==> config.mk <==
export PLATFORM = sky130hd
export DESIGN_NAME = hazard_unit
export DESIGN_NICKNAME = d
export VERILOG_FILES = /design/src/rtl/riscv_pkg.sv /design/src/rtl/hazard_perf.sv /design/src/rtl/hazard_unit.sv
export SDC_FILE = /design/constraint.sdc
export NUM_CORES = 1
export LEC_CHECK = 0
export CAP_MARGIN = 20
export CORE_MARGIN = 10
export CORE_UTILIZATION = 24
export DETAILED_ROUTE_END_ITERATION = 8
export GPL_ROUTABILITY_DRIVEN = 1
export HOLD_SLACK_MARGIN = 0.08
export PLACE_DENSITY = 0.79
export SETUP_SLACK_MARGIN = 0.1
export SLEW_MARGIN = 20
export SYNTH_ARGS = -nofsm -noshare
export SYNTH_HDL_FRONTEND = slang
export SYNTH_SLANG_ARGS = --single-unit
export TNS_END_PERCENT = 20
==> constraint.sdc <==
create_clock -name clk -period 2.5 [get_ports clk]
set_input_delay 0.75 -clock clk [delete_from_list [all_inputs] [get_ports clk]]
set_output_delay 0.75 -clock clk [all_outputs]
set_load 0.02 [all_outputs]
### M1 wires

Supply wires on this layer in gray.
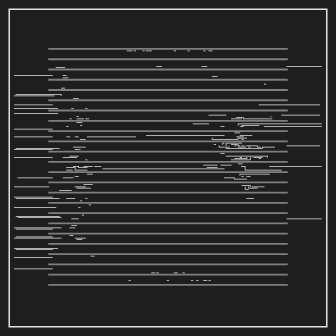
wire length on this layer: 693 um
main direction: horizontal
routing usage on met1: 0.04254
via count: 636

### Signal wires on met2

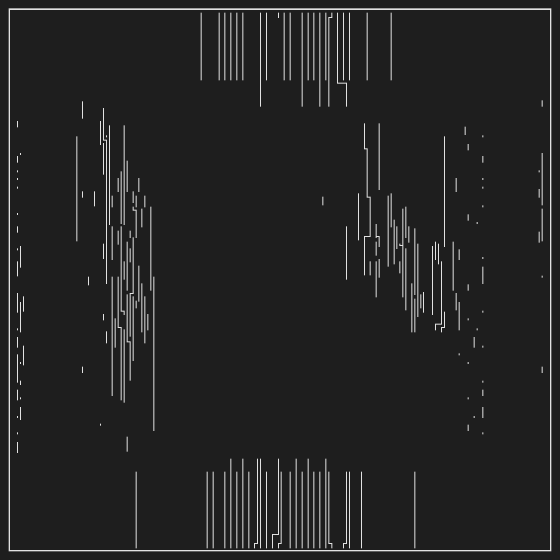
longest straight run: 23.8 um
main direction: vertical
routing usage on met2: 0.1073
final wirelength: 2422 um

==> results.json <==
{
  "slowest_delay_ps": 530,
  "num_rows": 23,
  "detail-route-antenna-nets": 0,
  "drc": 0,
  "finalCritPeriodShare": 1.084,
  "lay_top_count": "conb_1",
  "synthToLayoutAreaGrowth_pct": 12.18,
  "outcome": "finished, violations left",
  "fin_hold_ws_ps": 696.8,
  "nets": 190,
  "cts_sinks": 2,
  "yosysSeqAreaShare": 0.05128,
  "grt.total_usage": 0.06070,
  "placedCellCount": 212,
  "p_per_area_nw_per_um2": 358.9,
  "rsz0062_at_grt": "true",
  "warnings": 29,
  "path_cells": "buf_6 -> or4_4 -> o21ai_4 -> nor2_4 -> a21boi_4 -> buf_6",
  "worstPathRequired_ps": 1750,
  "placedInstanceArea_um2": 1012,
  "synth_flops": 2,
  "p_total_uw": 392.9,
  "yosys_warnings": 0,
  "die_y_um": 83.77,
  "critPathSlowestCell": "or4_4",
  "first_global_vias": 791,
  "grt-ovfl-total": 0,
  "drv_slew": 0,
  "portBuffers": 26,
  "vias_per_cell": 2.944,
  "synth.distinct_cells": 16,
  "drv_cap": 0,
  "synth.cell_area_um2": 975.9,
  "worst_setup_path_end_kind": "primary output",
  "path_clk_slew_ps": 30,
  "core_area_um2": 3971,
  "cp_max_fo": 3,
  "path_class": "in2out",
  "drt_iter0_markers": 3,
  "n_fill_cell": 459,
  "worst-path-stages": 6,
  "violations": "setup timing",
  "dr.pass1.iters": 2,
  "cpMostUsedCell": "buf_6",
  "ys_cells": 130,
  "met2_length_um": 1168,
  "antennaDiodeCount": 0,
  "clk_latency_ps": 210,
  "syn_area_per_cell_um2": 7.507,
  "setup_violations": 4,
  "cts_tree": "done",
  "fmax_ghz": 0.3691,
  "ctsHtreeMaxLevel": 1,
  "leakagePower_uw": 0.0006215,
  "dp_slack_ps": -1104,
  "design_area_um2": 1095,
  "die_area_um2": 7017,
  "yosys_area_um2": 975.9,
  "dp_hpwl_um": 2284,
  "worst-path-buf-inv": 2,
  "fin_crit_ps": 2710,
  "initCoreUtil": 0.2457,
  "syn_inst": 130,
  "worstPathArrival_ps": 1960,
  "setup_ws_ps": -209.6,
  "rrSetupSlack_ps": 1380,
  "grt_busiest_layer": "met2",
  "cts_hold_buffers": 0,
  "met3_length_um": 533,
  "routed.top_layer": "met4",
  "numCtsBuffers": 3,
  "final_cells": 216,
  "routabilityCongestion": 0.7339,
  "antenna_found_initial": 0,
  "grt_pass1_wl_um": 3594,
  "lay_top_cells": "conb_1 (96), buf_4 (10), xnor2_1 (9), dlygate4sd2_1 (9), clkdlybuf4s50_1 (7)",
  "clock_path_buffers": 2,
  "grt_max_degree": 5,
  "fp.dieW_um": 83.77,
  "critPathLaunchType": "input port",
  "clock_skew_ps": 0.2521,
  "cp_top_family": "simple AND/OR/NAND/NOR gates",
  "ff2ff_path_depth": 4,
  "io_pins": 123,
  "hold_class": "in2async",
  "clock-root-buffer": "clkbuf_8",
  "met1_length_um": 692,
  "largest_register_ff_count": 2,
  "peakVddDrop_uv": 114.4,
  "wl_per_cell_um": 11.21,
  "hold_viol_final": 0,
  "final_layout_size_suffix_gt1_frac": 0.1867,
  "met3_usage": 0.05371
}
==> layout make-up <==
| class | count | area (um^2) | share of cell area |
|---|---|---|---|
| Tap cell | 50 | 62.56 | 0.05714 |
| Multi-Input combinational cell | 124 | 613.1 | 0.5600 |
| Clock buffer | 3 | 41.29 | 0.03771 |
| Inverter | 2 | 7.507 | 0.006857 |
| Sequential cell | 2 | 50.05 | 0.04571 |
| Timing Repair Buffer | 35 | 320.3 | 0.2926 |
==> worst reg2reg max path, cell delays in order, from the launching register on <==
cell and delay (ps):
dfrtp_1 390, o22ai_2 270, buf_4 150, nor2_1 30, a21o_1 170
==> through the flow <==
step | setup TNS, ps | utilization
final | -604.5 | 0.2757
after global routing | -844.6 | 0.2757
after CTS | -643.0 | 0.2732
after detailed placement | -3987 | 0.2549
after global placement | -3946 | 0.2549
after floorplan | -273.8 | -
==> power breakdown <==
part	switching, uW	internal [uW]
Sequential	0.881	33.7
Clock	24.0	102
Combinational	173	59.6
Total	198	195
==> synth_stat cells <==
cell      instances  area [um^2]
buf_4            97        728.2
xnor2_1          10        87.58
nor2_1            5        18.77
dfrtp_1           2        50.05
inv_1             2        7.510
nand2_1           2        7.510
nand4_1           2        12.51
o22ai_1           2        12.51
a21boi_1          1        7.510
a21o_1            1        7.510
a21oi_1           1        5.000
conb_1            1        3.750
nand3_1           1        5.000
nor2b_1           1        6.260
o21ai_2           1        8.760
or4_1             1        7.510
==> what timing repair did <==
item                                    4_1_cts  5_1_grt
pin swaps                                    15        1
cloned                                        0        0
endpoints found under the setup margin        5        5
buffers inserted                              1        0
gates resized                                62        2
==> logic make-up after synthesis <==
| group | share of synthesized area |
|---|---|
| compound gates | 0.04231 |
| xor+xnor | 0.08974 |
| buf+inv | 0.7539 |
| flops | 0.05128 |
| other cells | 0.003842 |
| simple gates | 0.05898 |
Power and IR drop assume default switching activity.
